==> src/rtl/bitonic_sort_ctrl_if.sv <==
// Handshake and step-command bundle between the bitonic step sequencer and the
// folded compare-swap datapath.
interface bitonic_sort_ctrl_if #(
    parameter int DEPTH = 8
);
    localparam int L  = $clog2(DEPTH);
    localparam int LW = $clog2(L + 1);
    localparam int SW = $clog2(L * (L + 1) / 2 + 1);

    logic          in_valid;
    logic          in_ready;
    logic          descend;
    logic          load_en;
    logic          step_valid;
    logic          step_ack;
    logic [LW-1:0] seq_log;
    logic [LW-1:0] cd_log;
    logic          dir_final;
    logic [SW-1:0] step_idx;
    logic          last_step;
    logic          out_valid;
    logic          out_ready;
    logic          abort;
    logic          busy;

    // master is the sequencer, slave is the datapath / job source
    modport master (
        input  in_valid, descend, step_ack, out_ready, abort,
        output in_ready, load_en, step_valid, seq_log, cd_log, dir_final,
               step_idx, last_step, out_valid, busy
    );

    modport slave (
        output in_valid, descend, step_ack, out_ready, abort,
        input  in_ready, load_en, step_valid, seq_log, cd_log, dir_final,
               step_idx, last_step, out_valid, busy
    );
endinterface

==> src/rtl/bitonic_sort_ctrl.sv <==
// Step sequencer for the folded bitonic sorter: walks (seq_log, cd_log) through
// every merge step of a DEPTH-element sort, one acknowledged step at a time.
module bitonic_sort_ctrl #(
    parameter int DEPTH = 8
) (
    input  logic                clk,
    input  logic                rst,
    bitonic_sort_ctrl_if.master bus
);
    localparam int L  = $clog2(DEPTH);
    localparam int LW = $clog2(L + 1);
    localparam int SW = $clog2(L * (L + 1) / 2 + 1);

    typedef enum logic [1:0] {
        IDLE = 2'd0,
        RUN  = 2'd1,
        DONE = 2'd2
    } state_t;

    state_t        state;
    logic [LW-1:0] seq_log;
    logic [LW-1:0] cd_log;
    logic [SW-1:0] step_idx;
    logic          dir_final;

    // NOTE: state uses non-blocking assignments only, so every branch below reads
    // the pre-edge values and the command fields update together on the ack edge.
    always_ff @(posedge clk or negedge rst) begin
        if (!rst) begin
            state     <= IDLE;
            seq_log   <= '0;
            cd_log    <= '0;
            step_idx  <= '0;
            dir_final <= 1'b0;
        end else if (bus.abort) begin
            state <= IDLE;
        end else begin
            case (state)
                IDLE: begin
                    if (bus.in_valid) begin
                        dir_final <= bus.descend;
                        seq_log   <= LW'(1);
                        cd_log    <= '0;
                        step_idx  <= '0;
                        state     <= RUN;
                    end
                end
                RUN: begin
                    if (bus.step_ack) begin
                        step_idx <= step_idx + SW'(1);
                        if (cd_log != '0) begin
                            cd_log <= cd_log - LW'(1);
                        end else if (seq_log < LW'(L)) begin
                            // new distance is (seq_log + 1) - 1, i.e. the old seq_log
                            seq_log <= seq_log + LW'(1);
                            cd_log  <= seq_log;
                        end else begin
                            state <= DONE;
                        end
                    end
                end
                DONE: begin
                    if (bus.out_ready) begin
                        state <= IDLE;
                    end
                end
                default: state <= IDLE;
            endcase
        end
    end

    // Strobes decode straight from registered state; load_en alone looks at
    // in_valid, and is masked by abort and reset so a cancelled accept never loads.
    assign bus.in_ready   = (state == IDLE);
    assign bus.load_en    = (state == IDLE) && bus.in_valid && !bus.abort && rst;
    assign bus.step_valid = (state == RUN);
    assign bus.out_valid  = (state == DONE);
    assign bus.busy       = (state != IDLE);
    assign bus.last_step  = (state == RUN) && (seq_log == LW'(L)) && (cd_log == '0);
    assign bus.seq_log    = seq_log;
    assign bus.cd_log     = cd_log;
    assign bus.step_idx   = step_idx;
    assign bus.dir_final  = dir_final;
endmodule

==> src/flat_wrapper.sv <==
// flat-port wrapper written by rule: the top's interface ports become plain ports
module bitonic_sort_ctrl_flat 
#(
    parameter int DEPTH = 8
)
  (clk, rst, bus_in_valid, bus_descend, bus_step_ack, bus_out_ready, bus_abort, bus_in_ready, bus_load_en, bus_step_valid, bus_seq_log, bus_cd_log, bus_dir_final, bus_step_idx, bus_last_step, bus_out_valid, bus_busy);
  bitonic_sort_ctrl_if #(.DEPTH(DEPTH)) bus_i ();
  input  logic clk;
  input  logic rst;
  input wire logic [$bits(bus_i.in_valid)-1:0] bus_in_valid;
  input wire logic [$bits(bus_i.descend)-1:0] bus_descend;
  input wire logic [$bits(bus_i.step_ack)-1:0] bus_step_ack;
  input wire logic [$bits(bus_i.out_ready)-1:0] bus_out_ready;
  input wire logic [$bits(bus_i.abort)-1:0] bus_abort;
  output wire logic [$bits(bus_i.in_ready)-1:0] bus_in_ready;
  output wire logic [$bits(bus_i.load_en)-1:0] bus_load_en;
  output wire logic [$bits(bus_i.step_valid)-1:0] bus_step_valid;
  output wire logic [$bits(bus_i.seq_log)-1:0] bus_seq_log;
  output wire logic [$bits(bus_i.cd_log)-1:0] bus_cd_log;
  output wire logic [$bits(bus_i.dir_final)-1:0] bus_dir_final;
  output wire logic [$bits(bus_i.step_idx)-1:0] bus_step_idx;
  output wire logic [$bits(bus_i.last_step)-1:0] bus_last_step;
  output wire logic [$bits(bus_i.out_valid)-1:0] bus_out_valid;
  output wire logic [$bits(bus_i.busy)-1:0] bus_busy;
  assign bus_i.in_valid = bus_in_valid;
  assign bus_i.descend = bus_descend;
  assign bus_i.step_ack = bus_step_ack;
  assign bus_i.out_ready = bus_out_ready;
  assign bus_i.abort = bus_abort;
  assign bus_in_ready = bus_i.in_ready;
  assign bus_load_en = bus_i.load_en;
  assign bus_step_valid = bus_i.step_valid;
  assign bus_seq_log = bus_i.seq_log;
  assign bus_cd_log = bus_i.cd_log;
  assign bus_dir_final = bus_i.dir_final;
  assign bus_step_idx = bus_i.step_idx;
  assign bus_last_step = bus_i.last_step;
  assign bus_out_valid = bus_i.out_valid;
  assign bus_busy = bus_i.busy;
  bitonic_sort_ctrl #(.DEPTH(DEPTH)) u_core (.clk(clk), .rst(rst), .bus(bus_i));
endmodule
==> config.mk <==
export PLATFORM = sky130hd
export DESIGN_NAME = bitonic_sort_ctrl_flat
export DESIGN_NICKNAME = d
export VERILOG_FILES = /design/src/rtl/bitonic_sort_ctrl_if.sv /design/src/rtl/bitonic_sort_ctrl.sv /design/src/flat_wrapper.sv
export SDC_FILE = /design/constraint.sdc
export NUM_CORES = 1
export LEC_CHECK = 0
export CAP_MARGIN = 20
export CORE_UTILIZATION = 37
export DETAILED_ROUTE_END_ITERATION = 10
export PLACE_DENSITY = 0.75
export SLEW_MARGIN = 5
export SYNTH_ARGS = -nofsm -noshare
export SYNTH_HDL_FRONTEND = slang
export SYNTH_SLANG_ARGS = --single-unit
export TNS_END_PERCENT = 1
==> constraint.sdc <==
create_clock -name clk -period 1.6 [get_ports clk]
set_clock_uncertainty 0.05 [all_clocks]
set_input_delay 0.24 -clock clk [delete_from_list [all_inputs] [get_ports clk]]
set_output_delay 0.24 -clock clk [all_outputs]
set_load 0.01 [all_outputs]
==> impl_metrics.yaml <==
# synthesis and place-and-route metrics
yosys:
  post_synth.cell_area_avg_um2: 9.73
  synth-seq-cells: 10
  ys_area_um2: 564
  ys_sh_simple: 0.255
grt:
  grt_pass1_vias: 559
  track_usage: 0.236
  grt.busiest_layer: "met2"
placed_design:
  place_inst: 105
worst_setup_path:
  worstSetupStartpointType: "register"
  critPathBufInv: 1
  crit_cells: 4
  path_cells: "ha_2 > or3b_4 > nor3b_2 > buf_2"
  worstSetupStartpoint: "u_core.bus.seq_log[0]"
cts:
  cts_buffer_depth: 2
  clk_pin_slew_ns: 0.08
timing:
  final_hold_viol_count: 0
  min_period_ns: 1.79
  grt_setup_unrepaired: "true"
  layout_setup_ws_ns: -0.191
  fmax_ghz: 0.558
  worst_pin_slew_ns: 0.456
  finalSetupViolations: 4
  finalMaxSlewViolations: 0
routing:
  wl_met3_um: 96
  vias_per_cell: 5.45
  detail_route.wl_per_cell_um: 14.7
  ant_nets: 0
  wl_met1_um: 712
cells_and_area:
  layout_top_cell: "buf_4"
power_and_ir_drop:
  power.group.top: "combinational cells"
  sequentialPowerShare: 0.313
  p_comb_frac: 0.474
  peakVddDrop_uv: 814
floorplan:
  core-area_um2: 1370
  fp.dieH_um: 41.1
  die_x_um: 41.1
flow_run:
  warning_count: 29
outcome:
  status: "complete, but fails checks"
  violations: "negative setup slack"
synth_stat cells:
library cell	number	area (µm²)
nor2_1	4	15.0
ha_1	2	25.0
nand4bb_1	1	11.3
and2_1	1	6.26
or3_1	2	12.5
or3b_1	1	8.76
a21oi_1	2	10.0
mux2_2	1	11.3
nor4b_1	1	8.76
a2111o_1	1	11.3
clkbuf_1	3	11.3
nor2b_1	3	18.8
or3b_2	1	8.76
dfrtp_1	10	250
nor3b_1	1	7.51
a2bb2o_1	1	10.0
nor3_1	2	10.0
o21ai_0	2	10.0
mux2i_1	3	30.0
o22ai_1	1	6.26
nand2_1	7	26.3
or4b_1	1	10.0
o31ai_1	2	15.0
a32o_1	1	10.0
o41ai_1	1	8.76
inv_1	3	11.3
registers in the layout, summed over array words and instances (netlist names):
name                  flops
u_core.bus.cd_log         2
u_core.bus.dir_final      1
u_core.bus.seq_log        2
u_core.bus.step_idx       3
u_core.state              2
cell type report:
class                   count  area (µm²)
fillers                   111         409
repair buffers             36         323
multi-input cells          42         318
flip-flops and latches     10         250
clock buffers               4        36.3
well taps                  15        18.8
inverters                   3        11.3
metrics by stage:
step                instance area [µm²]  setup TNS [ns]  worst slack, ns  hold slack (ns)
global placement                    892           -1.61           -0.391            0.413
finish                              957          -0.524           -0.191            0.230
floorplan                           572          -0.105          -0.0631           -0.106
detailed placement                  892           -1.66           -0.401            0.418
global route                        957          -0.775           -0.255            0.261
CTS                                 931          -0.504           -0.197            0.249
cell families (layout without fill, tap and decap cells):
family	after synthesis	after routing
AND-OR/OR-AND	11	11
adder cells (fa/ha/maj)	2	2
buffers and inverters	6	43
flip-flops	10	10
multiplexers	4	4
AND/OR/NAND/NOR	25	25
repair_timing:
action,4_1_cts,5_1_grt
buffers inserted,0,1
endpoints found under the setup margin,9,12
resized,19,9
pin swaps,1,1
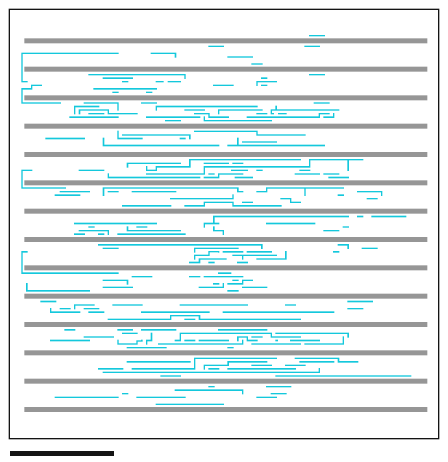
Fig. 1. M1 wires.
Bar = 10 µm. Supply wires on this layer in gray.
longest straight run = 20.7 µm
nets with wire on the layer = 91
share of all routed wire = 44%
main direction = horizontal
wire length on this layer = 713 µm
WL final: 1610 µm
met1 GRT Util: 0.321

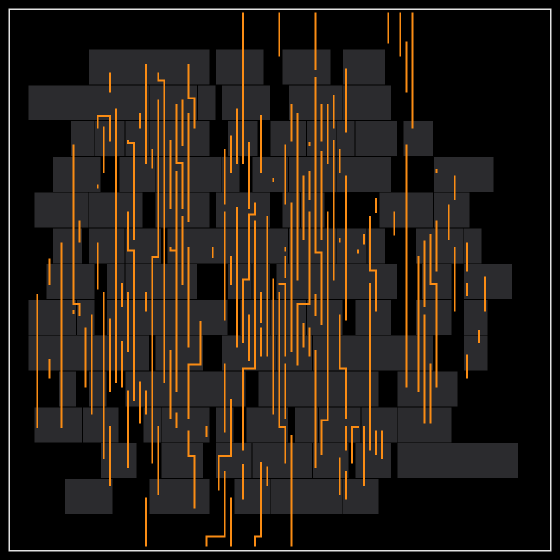
Fig. 2. M2 wires.
share of all routed wire = 49%
wire length on this layer = 785 µm
main direction = vertical
nets with wire on the layer = 91
longest straight run = 23.0 µm
Vias: 599
met2 global-route usage: 0.348

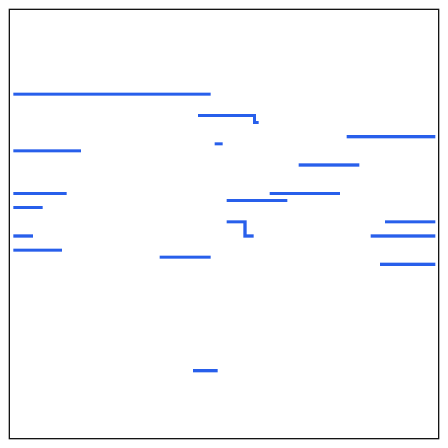
Fig. 3. M3 wires.
wire length on this layer = 96.1 µm
share of all routed wire = 5.9%
main direction = horizontal
longest straight run = 18.6 µm
global routing usage on met3: 0.0598

